<file path="src/rtl/mem_port_arbiter_if.sv">
// Bundle of the fetch, data and memory-macro signals around mem_port_arbiter.
// The slave modport is the arbiter's view. The master modport is the pipeline and memory side.
interface mem_port_arbiter_if #(
    parameter int ADDR_W = 20,
    parameter int DATA_W = 16
);
    logic              if_req;
    logic [ADDR_W-1:0] if_addr;
    logic              if_gnt;
    logic [DATA_W-1:0] if_rdata;
    logic              dm_req;
    logic              dm_we;
    logic [ADDR_W-1:0] dm_addr;
    logic [DATA_W-1:0] dm_wdata;
    logic              dm_gnt;
    logic [DATA_W-1:0] dm_rdata;
    logic              mem_en;
    logic              mem_we;
    logic [ADDR_W-1:0] mem_addr;
    logic [DATA_W-1:0] mem_wdata;
    logic [DATA_W-1:0] mem_rdata;
    logic              stall_fetch;
    logic              stall_mem;

    modport slave (
        input  if_req, if_addr, dm_req, dm_we, dm_addr, dm_wdata, mem_rdata,
        output if_gnt, if_rdata, dm_gnt, dm_rdata, mem_en, mem_we, mem_addr, mem_wdata,
               stall_fetch, stall_mem
    );

    modport master (
        output if_req, if_addr, dm_req, dm_we, dm_addr, dm_wdata, mem_rdata,
        input  if_gnt, if_rdata, dm_gnt, dm_rdata, mem_en, mem_we, mem_addr, mem_wdata,
               stall_fetch, stall_mem
    );
endinterface

</file>
<file path="src/rtl/mem_port_arbiter.sv">
// Shares the unified single-port memory between fetch (IF) and memory stage (DM); DM wins ties.
// Optional IF anti-starvation guard: define ARB_STARVE_GUARD_EN.
//   state  | meaning
//   IDLE   | waiting for a request; arbitrate and latch owner/addr/we/wdata
//   ACCESS | memory port driven; count down MEM_LAT, capture read data on count 1
//   RESP   | one-cycle gnt to the owner, then back to IDLE (bubble cycle)
module mem_port_arbiter #(
    parameter int ADDR_W     = 20,
    parameter int DATA_W     = 16,
    parameter int MEM_LAT    = 1,
    parameter int STARVE_MAX = 4
) (
    input  logic            clk,
    input  logic            rst,
    mem_port_arbiter_if.slave bus
);
    localparam logic [1:0] S_IDLE   = 2'd0;
    localparam logic [1:0] S_ACCESS = 2'd1;
    localparam logic [1:0] S_RESP   = 2'd2;
    localparam int CNT_W = (MEM_LAT < 2) ? 1 : $clog2(MEM_LAT + 1);

    if (MEM_LAT < 1 || STARVE_MAX < 1) begin : g_param_chk
        $error("mem_port_arbiter: MEM_LAT and STARVE_MAX must be >= 1");
    end

    logic [1:0]        state_q, state_d;
    logic [CNT_W-1:0]  cnt_q, cnt_d;
    logic              owner_q, owner_d;
    logic              we_q, we_d;
    logic              mem_en_q, mem_en_d;
    logic              mem_we_q, mem_we_d;
    logic [ADDR_W-1:0] mem_addr_q, mem_addr_d;
    logic [DATA_W-1:0] mem_wdata_q, mem_wdata_d;
    logic              if_gnt_q, if_gnt_d;
    logic              dm_gnt_q, dm_gnt_d;
    logic [DATA_W-1:0] if_rdata_q, if_rdata_d;
    logic [DATA_W-1:0] dm_rdata_q, dm_rdata_d;
    logic              pick_dm;

`ifdef ARB_STARVE_GUARD_EN
    localparam int STARVE_W = $clog2(STARVE_MAX + 1);
    logic [STARVE_W-1:0] starve_q, starve_d;
`endif

    always_comb begin
        state_d     = state_q;
        cnt_d       = cnt_q;
        owner_d     = owner_q;
        we_d        = we_q;
        mem_en_d    = 1'b0;
        mem_we_d    = 1'b0;
        mem_addr_d  = mem_addr_q;
        mem_wdata_d = mem_wdata_q;
        if_gnt_d    = 1'b0;
        dm_gnt_d    = 1'b0;
        if_rdata_d  = if_rdata_q;
        dm_rdata_d  = dm_rdata_q;
        pick_dm     = bus.dm_req;
`ifdef ARB_STARVE_GUARD_EN
        starve_d    = starve_q;
        // IF has waited through STARVE_MAX DM grants: it wins this round
        if (bus.if_req && starve_q == STARVE_W'(STARVE_MAX)) pick_dm = 1'b0;
`endif
        case (state_q)
            S_IDLE: begin
                if (bus.if_req || bus.dm_req) begin
                    owner_d     = pick_dm;
                    we_d        = pick_dm & bus.dm_we;
                    mem_en_d    = 1'b1;
                    mem_we_d    = pick_dm & bus.dm_we;
                    mem_addr_d  = pick_dm ? bus.dm_addr : bus.if_addr;
                    mem_wdata_d = pick_dm ? bus.dm_wdata : mem_wdata_q;
                    cnt_d       = CNT_W'(MEM_LAT);
                    state_d     = S_ACCESS;
`ifdef ARB_STARVE_GUARD_EN
                    starve_d    = (pick_dm && bus.if_req) ? starve_q + STARVE_W'(1) : '0;
`endif
                end
            end
            S_ACCESS: begin
                cnt_d = cnt_q - CNT_W'(1);
                if (cnt_q == CNT_W'(1)) begin
                    if (!owner_q)   if_rdata_d = bus.mem_rdata;
                    else if (!we_q) dm_rdata_d = bus.mem_rdata;
                    if_gnt_d = ~owner_q;
                    dm_gnt_d = owner_q;
                    state_d  = S_RESP;
                end
            end
            S_RESP:  state_d = S_IDLE;
            default: state_d = S_IDLE;
        endcase
    end

    always_ff @(posedge clk or negedge rst) begin
        if (!rst) begin
            state_q     <= S_IDLE;
            cnt_q       <= '0;
            owner_q     <= 1'b0;
            we_q        <= 1'b0;
            mem_en_q    <= 1'b0;
            mem_we_q    <= 1'b0;
            mem_addr_q  <= '0;
            mem_wdata_q <= '0;
            if_gnt_q    <= 1'b0;
            dm_gnt_q    <= 1'b0;
            if_rdata_q  <= '0;
            dm_rdata_q  <= '0;
`ifdef ARB_STARVE_GUARD_EN
            starve_q    <= '0;
`endif
        end else begin
            state_q     <= state_d;
            cnt_q       <= cnt_d;
            owner_q     <= owner_d;
            we_q        <= we_d;
            mem_en_q    <= mem_en_d;
            mem_we_q    <= mem_we_d;
            mem_addr_q  <= mem_addr_d;
            mem_wdata_q <= mem_wdata_d;
            if_gnt_q    <= if_gnt_d;
            dm_gnt_q    <= dm_gnt_d;
            if_rdata_q  <= if_rdata_d;
            dm_rdata_q  <= dm_rdata_d;
`ifdef ARB_STARVE_GUARD_EN
            starve_q    <= starve_d;
`endif
        end
    end

    assign bus.if_gnt      = if_gnt_q;
    assign bus.dm_gnt      = dm_gnt_q;
    assign bus.if_rdata    = if_rdata_q;
    assign bus.dm_rdata    = dm_rdata_q;
    assign bus.mem_en      = mem_en_q;
    assign bus.mem_we      = mem_we_q;
    assign bus.mem_addr    = mem_addr_q;
    assign bus.mem_wdata   = mem_wdata_q;
    assign bus.stall_fetch = bus.if_req & ~if_gnt_q;
    assign bus.stall_mem   = bus.dm_req & ~dm_gnt_q;
endmodule

</file>
<file path="src/flat_wrapper.sv">
// flat-port wrapper written by rule: the top's interface ports become plain ports
module mem_port_arbiter_flat 
#(
    parameter int ADDR_W     = 20,
    parameter int DATA_W     = 16,
    parameter int MEM_LAT    = 1,
    parameter int STARVE_MAX = 4
)
  (clk, rst, bus_if_req, bus_if_addr, bus_dm_req, bus_dm_we, bus_dm_addr, bus_dm_wdata, bus_mem_rdata, bus_if_gnt, bus_if_rdata, bus_dm_gnt, bus_dm_rdata, bus_mem_en, bus_mem_we, bus_mem_addr, bus_mem_wdata, bus_stall_fetch, bus_stall_mem);
  mem_port_arbiter_if #(.ADDR_W(ADDR_W), .DATA_W(DATA_W)) bus_i ();
  input  logic clk;
  input  logic rst;
  input wire logic [$bits(bus_i.if_req)-1:0] bus_if_req;
  input wire logic [$bits(bus_i.if_addr)-1:0] bus_if_addr;
  input wire logic [$bits(bus_i.dm_req)-1:0] bus_dm_req;
  input wire logic [$bits(bus_i.dm_we)-1:0] bus_dm_we;
  input wire logic [$bits(bus_i.dm_addr)-1:0] bus_dm_addr;
  input wire logic [$bits(bus_i.dm_wdata)-1:0] bus_dm_wdata;
  input wire logic [$bits(bus_i.mem_rdata)-1:0] bus_mem_rdata;
  output wire logic [$bits(bus_i.if_gnt)-1:0] bus_if_gnt;
  output wire logic [$bits(bus_i.if_rdata)-1:0] bus_if_rdata;
  output wire logic [$bits(bus_i.dm_gnt)-1:0] bus_dm_gnt;
  output wire logic [$bits(bus_i.dm_rdata)-1:0] bus_dm_rdata;
  output wire logic [$bits(bus_i.mem_en)-1:0] bus_mem_en;
  output wire logic [$bits(bus_i.mem_we)-1:0] bus_mem_we;
  output wire logic [$bits(bus_i.mem_addr)-1:0] bus_mem_addr;
  output wire logic [$bits(bus_i.mem_wdata)-1:0] bus_mem_wdata;
  output wire logic [$bits(bus_i.stall_fetch)-1:0] bus_stall_fetch;
  output wire logic [$bits(bus_i.stall_mem)-1:0] bus_stall_mem;
  assign bus_i.if_req = bus_if_req;
  assign bus_i.if_addr = bus_if_addr;
  assign bus_i.dm_req = bus_dm_req;
  assign bus_i.dm_we = bus_dm_we;
  assign bus_i.dm_addr = bus_dm_addr;
  assign bus_i.dm_wdata = bus_dm_wdata;
  assign bus_i.mem_rdata = bus_mem_rdata;
  assign bus_if_gnt = bus_i.if_gnt;
  assign bus_if_rdata = bus_i.if_rdata;
  assign bus_dm_gnt = bus_i.dm_gnt;
  assign bus_dm_rdata = bus_i.dm_rdata;
  assign bus_mem_en = bus_i.mem_en;
  assign bus_mem_we = bus_i.mem_we;
  assign bus_mem_addr = bus_i.mem_addr;
  assign bus_mem_wdata = bus_i.mem_wdata;
  assign bus_stall_fetch = bus_i.stall_fetch;
  assign bus_stall_mem = bus_i.stall_mem;
  mem_port_arbiter #(.ADDR_W(ADDR_W), .DATA_W(DATA_W), .MEM_LAT(MEM_LAT), .STARVE_MAX(STARVE_MAX)) u_core (.clk(clk), .rst(rst), .bus(bus_i));
endmodule
</file>
<file path="config.mk">
export PLATFORM = sky130hd
export DESIGN_NAME = mem_port_arbiter_flat
export DESIGN_NICKNAME = d
export VERILOG_FILES = /design/src/rtl/mem_port_arbiter_if.sv /design/src/rtl/mem_port_arbiter.sv /design/src/flat_wrapper.sv
export SDC_FILE = /design/constraint.sdc
export NUM_CORES = 1
export LEC_CHECK = 0
export ABC_AREA = 1
export ABC_CLOCK_PERIOD_IN_PS = 4200
export CORE_UTILIZATION = 44
export CTS_CLUSTER_DIAMETER = 200
export DETAILED_ROUTE_END_ITERATION = 6
export PLACE_DENSITY = 0.85
export SLEW_MARGIN = 40
export SYNTH_ARGS = -nofsm -noshare
export SYNTH_HDL_FRONTEND = slang
export SYNTH_SLANG_ARGS = --single-unit
</file>
<file path="constraint.sdc">
create_clock -name clk -period 4.2 [get_ports clk]
set_clock_uncertainty 0.15 [all_clocks]
set_input_delay 1.26 -clock clk [delete_from_list [all_inputs] [get_ports clk]]
set_output_delay 1.26 -clock clk [all_outputs]
set_load 0.01 [all_outputs]
</file>
==> qor.yml, run 1 <==
die:
  die_h_um: 87.6
  rows: 30
critical_path:
  rrSetupSlack_ns: 2.28
  cp_max_fo: 3
  crit_slowest_cell: "clkdlybuf4s50_1"
  crit_buf_inv: 3
  cpLargestDelayFamily: "buffers and inverters"
  r2r-start: "u_core.state_q[1]$_DFFE_PN0P_"
  slowest_delay_ns: 0.56
  startpoint_type: "input port"
cts:
  clk_latency_ns: 0.34
  cts_tree: "yes"
  clock_path_buffers: 2
  ctsResizeCount: 0
  root_buffer: "clkbuf_8"
  cts_hold_buf: 0
power_and_ir_drop:
  seqPwrFrac_pct: 36.4
  clkPwrFrac_pct: 17.6
  p_per_area_nw_per_um2: 719
  switching_share_pct: 35.9
  vdd_drop_max_v: 0.000391
  combPwrFrac_pct: 46.1
  power.internal_w: 0.00230
global_route:
  grt_usage_pct: 23.9
  grt_pass1_vias: 2945
  grt_start_max_net_pins: 78
  grtUsageMet3_pct: 5.18
  gr-total-overflow: 0
  grt_pass1_wl_um: 13900
drt:
  wl_per_cell_um: 13.4
  ant_nets: 0
placement:
  gp_congestion: 0.755
  dp_cells: 625
  portBuffers: 150
  hpwl_um: 5980
synth:
  syn_area_um2: 3220
  synthCells: 393
  yosys_warnings: 0
  yosys_area_um2: 3220
  ys_cells: 393
  syn_nets: 470
  syn_area_per_cell_um2: 8.19
  ys_types: 15
  ys_seq_share_pct: 59.8
outcome:
  status: "complete, no violations"
hold_path:
  worstHoldPathCells: 2
  hold_end: "u_core.bus.dm_rdata[8]$_DFFE_PN0P_"
  worst_hold_path_type: "reg2reg"
finish:
  finalNonFillerCells: 641
  area_growth_pct: 55.2
  drive_gt1_share_pct: 5.14
  lay_top_count: "nand2_1"
  lay_top_cells: "243 x nand2_1, 149 x clkdlybuf4s50_1, 77 x dfrtp_1, 34 x nand3_1, 11 x clkbuf_8"
  fin_area_um2: 5000
sta:
  slew_headroom_pct: 53.2
  rsz0062_at_grt: "false"
  setup_viol: 0
  totalNegativeSetupSlack_ns: 0
  worst_slack_ns: 0.292
job:
  warnings: 26
  cap_violations: 0
## run 1: flip-flops by register name, indices dropped and copies added, names as in the netlist, 2 cells and up
| name | flops |
|---|---|
| u_core.bus.dm_rdata | 16 |
| u_core.state_q | 2 |
| u_core.bus.mem_wdata | 16 |
| u_core.bus.mem_addr | 20 |
| u_core.bus.if_rdata | 16 |
## run 1: final cells by class
type / instances / area share, %
clock buffers: 11 / 3.03
clock inverters: 5 / 1.65
inverters: 9 / 0.676
multi-input cells: 289 / 23.0
flip-flops and latches: 77 / 38.6
well taps: 96 / 2.40
repair buffers: 154 / 30.7
## run 1: cells in the mapped netlist, drive strengths merged
cell type  number  area share (%)
inv             9             1.0
o21ai           2            0.31
nand2         244              29
nor2            9             1.6
buf            17             3.3
clkbuf          1            0.12
nand3          34             5.3
dfrtp          77              60
## run 1: tightest hold or removal path, delay by kind of cell, from the launching register on
family | cells | cell delay [ns]
flops | 1 | 0.35
simple gates | 2 | 0.10
## run 1: routing by layer
| metal | up-vias | share of wire (%) |
|---|---|---|
| met5 | - | 0 |
| met4 | 0 | 3.2 |
| met3 | 24 | 5.8 |
| met2 | 109 | 49 |
| met1 | 1357 | 42 |
| li1 | 1492 | - |
## run 1: power groups by stage
stage                     logic [W]  clock network [W]  registers [W]
after floorplan            0.000602                  0        0.00146
after global placement      0.00162                  0        0.00130
after detailed placement    0.00166                  0        0.00131
after CTS                   0.00167           0.000645        0.00130
after global routing        0.00182           0.000680        0.00135
final                       0.00165           0.000631        0.00131
## run 1: kinds of logic after synthesis
group	Yosys count	share of synthesized area (%)
flops	77	59.8
simple gates	287	35.4
compound gates	2	0.311
buf+inv	27	4.47
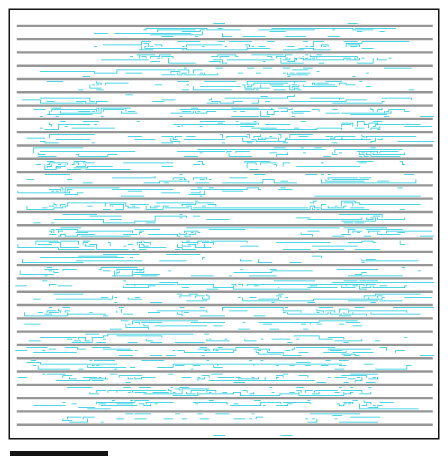
Run 1: the metal 1 layer
Scale bar: 20 µm. Supply wires on this layer in gray.
share of all routed wire	42%
wire length on this layer	3610 µm
main direction	horizontal
nets with wire on the layer	522
longest straight run	34.5 µm
Routed WL: 8580 µm
met1 GRT Util: 30.0%

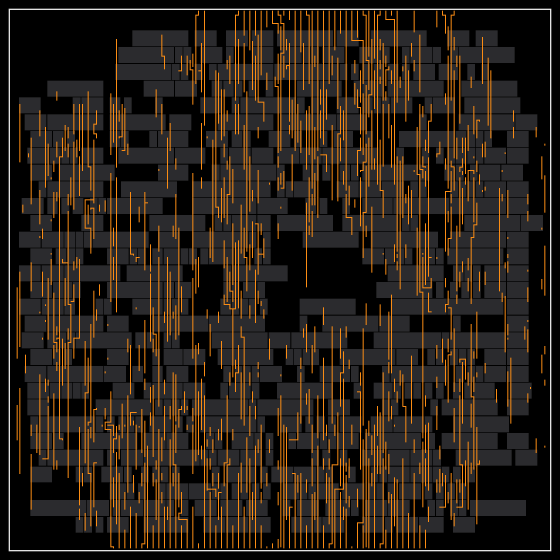
Run 1: signal wires on met2
Cells faint in the background.
longest straight run	45.7 µm
share of all routed wire	49%
via count: 2982
GR Util met2: 39.8%

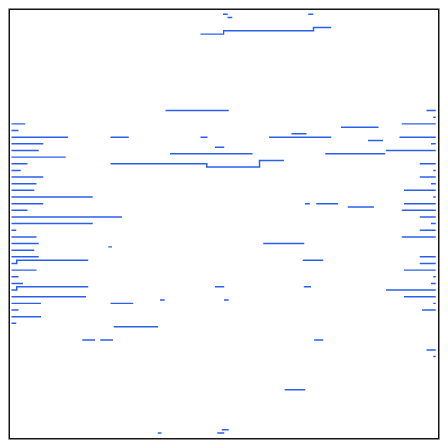
Run 1: M3 wires
wire length on this layer	502 µm
main direction	horizontal

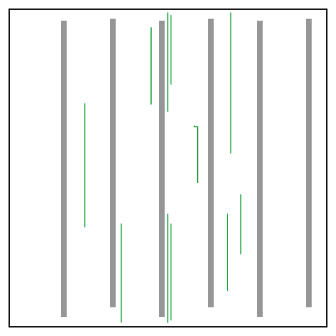
Run 1: M4 wires
Supply wires on this layer in gray.
nets with wire on the layer	9
main direction	vertical
wire length on this layer	278 µm
share of all routed wire	3.2%
longest straight run	38.8 µm

==> run 2, diff against run 1 <==
- CORE_MARGIN: unset -> 10
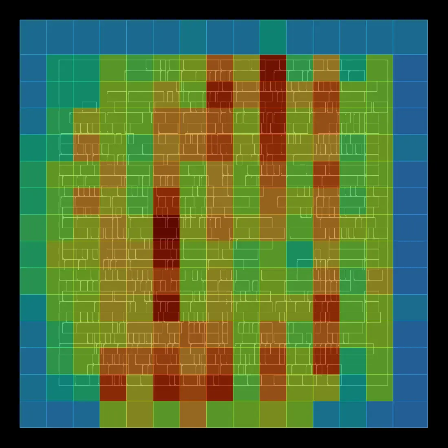
Run 2: routing congestion map
met1 GRT Util: 17.3%
GR Util met2: 31.8%
Routed WL per cell: 15.2 µm

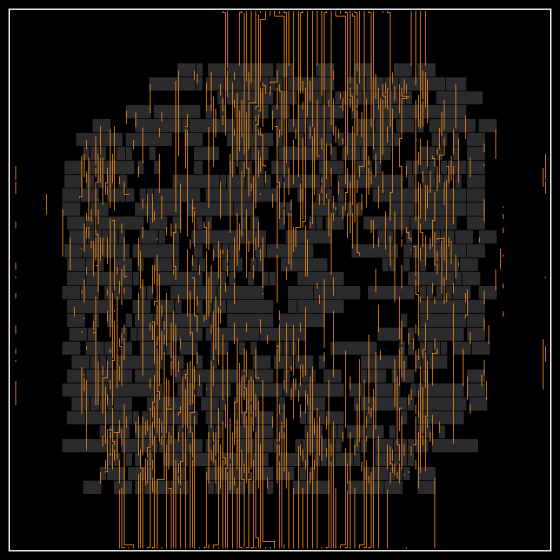
Run 2: signal wires on met2
Cells faint in the background.
main direction	vertical
nets with wire on the layer	489

==> qor.yml, run 2 <==
global_route:
  grtUsageMet3_pct: 6.94
  grt_start_max_net_pins: 78
  gr-total-overflow: 0
  grt_pass1_vias: 3142
  grt_usage_pct: 17.3
  grt_pass1_wl_um: 15700
sta:
  totalNegativeSetupSlack_ns: 0
  rsz0062_at_grt: "false"
  worst_slack_ns: 0.316
  slew_headroom_pct: 54.4
  setup_viol: 0
placement:
  hpwl_um: 7450
  portBuffers: 150
synth:
  yosys_warnings: 0
  syn_nets: 470
  top_logic_kind: "simple AND/OR/NAND/NOR gates"
  yosys_area_um2: 3220
  ys_seq_share_pct: 59.8
  ys_sh_adder_pct: 0
  synthCells: 393
  syn_area_um2: 3220
  ys_sh_xor_pct: 0
  synth_top_area_share_pct: 59.8
  ys_cells: 393
  async_flop_share_pct: 100
  yosysTopAreaCell: "dfrtp_1"
  yosysMostFrequentCell: "nand2_1"
  syn_area_per_cell_um2: 8.19
  area_leaders: "dfrtp_1 60%, nand2_1 28%, nand3_1 5.3%"
  synth-edff-count: 0
  top_cells_by_count: "243 x nand2_1, 77 x dfrtp_1, 34 x nand3_1"
  ys_sh_mux_pct: 0
cts:
  root_buffer: "clkbuf_8"
  clk_latency_ns: 0.34
  ctsResizeCount: 0
  cts_hold_buf: 0
  cts_tree: "yes"
drt:
  routed_wl_um: 9790
  vias: 3013
  ant_nets: 0
critical_path:
  crit_slowest_cell: "clkdlybuf4s50_1"
  slowest_delay_ns: 0.55
  cp_max_fo: 2
finish:
  lay_top_count: "nand2_1"
  fin_area_um2: 4910
  finalNonFillerCells: 642
  largest_reg_flops: 20
  area_growth_pct: 52.6
  lay_top_cells: "243 x nand2_1, 149 x clkdlybuf4s50_1, 77 x dfrtp_1, 34 x nand3_1, 9 x clkbuf_8"
  drive_gt1_share_pct: 4.42
job:
  cap_violations: 0
hold_path:
  worst_hold_path_type: "reg2reg"
die:
  rows: 31
  die_h_um: 106
outcome:
  status: "complete, no violations"
power_and_ir_drop:
  vdd_drop_max_v: 0.000368
## run 2: through the flow
stage	hold slack (ns)	util, %
6_report	0.325	68.5
5_1_grt	0.343	68.5
4_1_cts	0.327	68.5
3_5_place_dp	0.309	66.4
3_3_place_gp	0.303	66.4
2_1_floorplan	0.314	-
## run 2: logic make-up after synthesis
kind of cell / Yosys count
and+or+nand+nor: 287
DFF: 77
buffers and inverters: 27
AOI/OAI and AO/OA: 2
## run 2: worst paths after layout
kind	from	end	slack, ns
worst max-delay path	bus_dm_req	bus_stall_mem	0.32
worst min-delay path	u_core.bus.mem_wdata[9]$_DFFE_PN0P_	u_core.bus.mem_wdata[9]$_DFFE_PN0P_	0.32
worst max register to register	u_core.state_q[1]$_DFFE_PN0P_	u_core.bus.mem_addr[2]$_DFFE_PN0P_	2.29
worst min register to register	u_core.bus.mem_wdata[9]$_DFFE_PN0P_	u_core.bus.mem_wdata[9]$_DFFE_PN0P_	0.32
max in group asynchronous	rst	u_core.bus.mem_addr[19]$_DFFE_PN0P_	2.64
min in group asynchronous	rst	u_core.bus.dm_rdata[8]$_DFFE_PN0P_	0.78
## run 2: report_power, final
group / internal [W] / switching, W
Combinational: 0.000834 / 0.000847
Clock: 0.000205 / 0.000242
Sequential: 0.00110 / 0.000208
## run 2: cell type report
| class | instances | area share [%] |
|---|---|---|
| Inverter | 9 | 0.688 |
| Timing Repair Buffer | 154 | 31.2 |
| Sequential cell | 77 | 39.2 |
| Multi-Input combinational cell | 289 | 23.4 |
| Tap cell | 99 | 2.52 |
| Clock buffer | 11 | 2.67 |
| Clock inverter | 3 | 0.306 |
## run 2: routing by layer
layer / part of all wire [%] / wire [µm]
met1: 38 / 3680
met2: 53 / 5210
met3: 7.4 / 724
met4: 1.7 / 169
met5: 0 / 0
==> run 3, diff against run 2 <==
- CORE_UTILIZATION: 44 -> 46
- CTS_BUF_LIST: unset -> sky130_fd_sc_hd__clkbuf_4
- PLACE_DENSITY: 0.85 -> 0.88
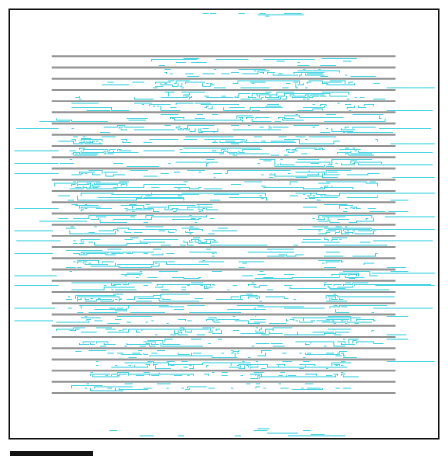
Run 3: the metal 1 layer
Scale bar: 20 µm. Supply wires on this layer in gray.
nets with wire on the layer	546
longest straight run	23.0 µm
main direction	horizontal
share of all routed wire	39%
Routed WL: 9690 µm
via count: 3018
met1 GRT Util: 19.6%

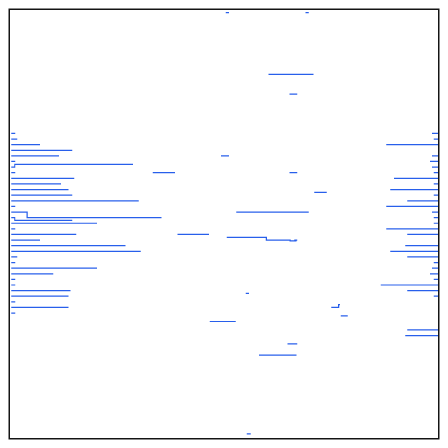
Run 3: M3 wires
wire length on this layer	619 µm
longest straight run	32.4 µm
main direction	horizontal
share of all routed wire	6.4%
nets with wire on the layer	71
met3 usage: 5.82%

==> qor.yml, run 3 <==
critical_path:
  r2r-start: "u_core.state_q[1]$_DFFE_PN0P_"
  r2r-end: "u_core.bus.mem_addr[16]$_DFFE_PN0P_"
  crit_type: "in2out"
  cp_max_fo: 3
  rrSetupSlack_ns: 2.10
finish:
  largest_reg_flops: 20
  area_growth_pct: 51.3
  n_antenna_cell: 0
  lay_top_count: "nand2_1"
  fin_area_um2: 4870
  lay_top_cells: "243 x nand2_1, 149 x clkdlybuf4s50_1, 77 x dfrtp_1, 34 x nand3_1, 11 x clkbuf_4"
  drive_gt1_share_pct: 5.14
  finalNonFillerCells: 641
synth:
  top_cells_by_count: "243 x nand2_1, 77 x dfrtp_1, 34 x nand3_1"
  synthCells: 393
  async_flop_share_pct: 100
  ys_cells: 393
  ys_seq_share_pct: 59.8
  yosysTopAreaCell: "dfrtp_1"
  synth_top_area_share_pct: 59.8
  yosys_warnings: 0
  ys_types: 15
  flop_cell: "dfrtp_1"
  synth-edff-count: 0
  area_leaders: "dfrtp_1 60%, nand2_1 28%, nand3_1 5.3%"
  syn_area_um2: 3220
  yosysMostFrequentCell: "nand2_1"
global_route:
  grtUsageMet2_pct: 31.7
  grt_start_max_net_pins: 78
  grt_pass1_vias: 3187
  grt_pass1_wl_um: 16000
  gr-total-overflow: 0
  grt_usage_pct: 18.0
hold_path:
  hold_end: "u_core.bus.dm_rdata[14]$_DFFE_PN0P_"
  worstHoldPathCells: 2
  hp-start: "u_core.bus.dm_rdata[14]$_DFFE_PN0P_"
placement:
  portBuffers: 150
  dp_cells: 625
  gp_congestion: 0.790
  hpwl_um: 7400
cts:
  ctsResizeCount: 0
  clock_path_buffers: 2
  cts_tree: "yes"
  cts_buffers: 9
  cts_hold_buf: 0
  clk_latency_ns: 0.40
drt:
  wl_per_cell_um: 15.1
die:
  rows: 30
  die_h_um: 104
  fp_util_pct: 47.4
power_and_ir_drop:
  leakage_nw: 2.47
  p_per_area_nw_per_um2: 688
  vdd_drop_max_v: 0.000504
sta:
  worst_slack_ns: 0.326
  totalNegativeSetupSlack_ns: 0
  rsz0062_at_grt: "false"
  slew_headroom_pct: 55.2
  setup_viol: 0
job:
  warnings: 26
  cap_violations: 0
outcome:
  status: "complete, no violations"
[run 3: kinds of logic after synthesis]
| group | count (synthesis) | synth area share (%) |
|---|---|---|
| AND/OR/NAND/NOR | 287 | 35.4 |
| buffers and inverters | 27 | 4.47 |
| AND-OR/OR-AND | 2 | 0.311 |
| flip-flops | 77 | 59.8 |
[run 3: per-stage QoR]
stage	power, W	hold slack (ns)
finish	0.00335	0.333
global route	0.00362	0.360
CTS	0.00340	0.338
global placement	0.00296	0.303
floorplan	0.00206	0.314
detailed placement	0.00303	0.307
[run 3: worst max-delay path by stage]
stage,from,to,cells past startpoint
finish,bus_if_req,bus_stall_fetch,4
global placement,bus_dm_req,bus_stall_mem,4
CTS,bus_if_req,bus_stall_fetch,4
floorplan,bus_dm_req,bus_stall_mem,4
global route,bus_if_req,bus_stall_fetch,4
detailed placement,bus_dm_req,bus_stall_mem,4
[run 3: layer usage]
metal / share of wire, % / up-vias
met5: 0 / -
li1: - / 1502
met3: 6.4 / 10
met2: 52 / 91
met4: 1.8 / 0
met1: 39 / 1415
[run 3: layout make-up]
class / instances / area (µm²) / area share (%)
inverter: 9 / 33.8 / 0.693
timing repair buffer: 154 / 1530 / 31.5
clock buffer: 11 / 82.6 / 1.69
clock inverter: 5 / 27.5 / 0.565
multi-input combinational: 289 / 1150 / 23.6
sequential: 77 / 1930 / 39.5
tap: 96 / 120 / 2.46
[run 3: report_power, final]
group	internal [W]	switching [W]	total [W]
combinational	0.000834	0.000853	0.00169
clock	0.000131	0.000240	0.000371
sequential	0.00110	0.000200	0.00130
[run 3: worst max-delay path: stages]
cell and delay (ns):
clkdlybuf4s50_1 0.50, inv_1 0.05, nor2_1 0.09, clkdlybuf4s50_1 0.56
Power is estimated from default activity; no workload was simulated.
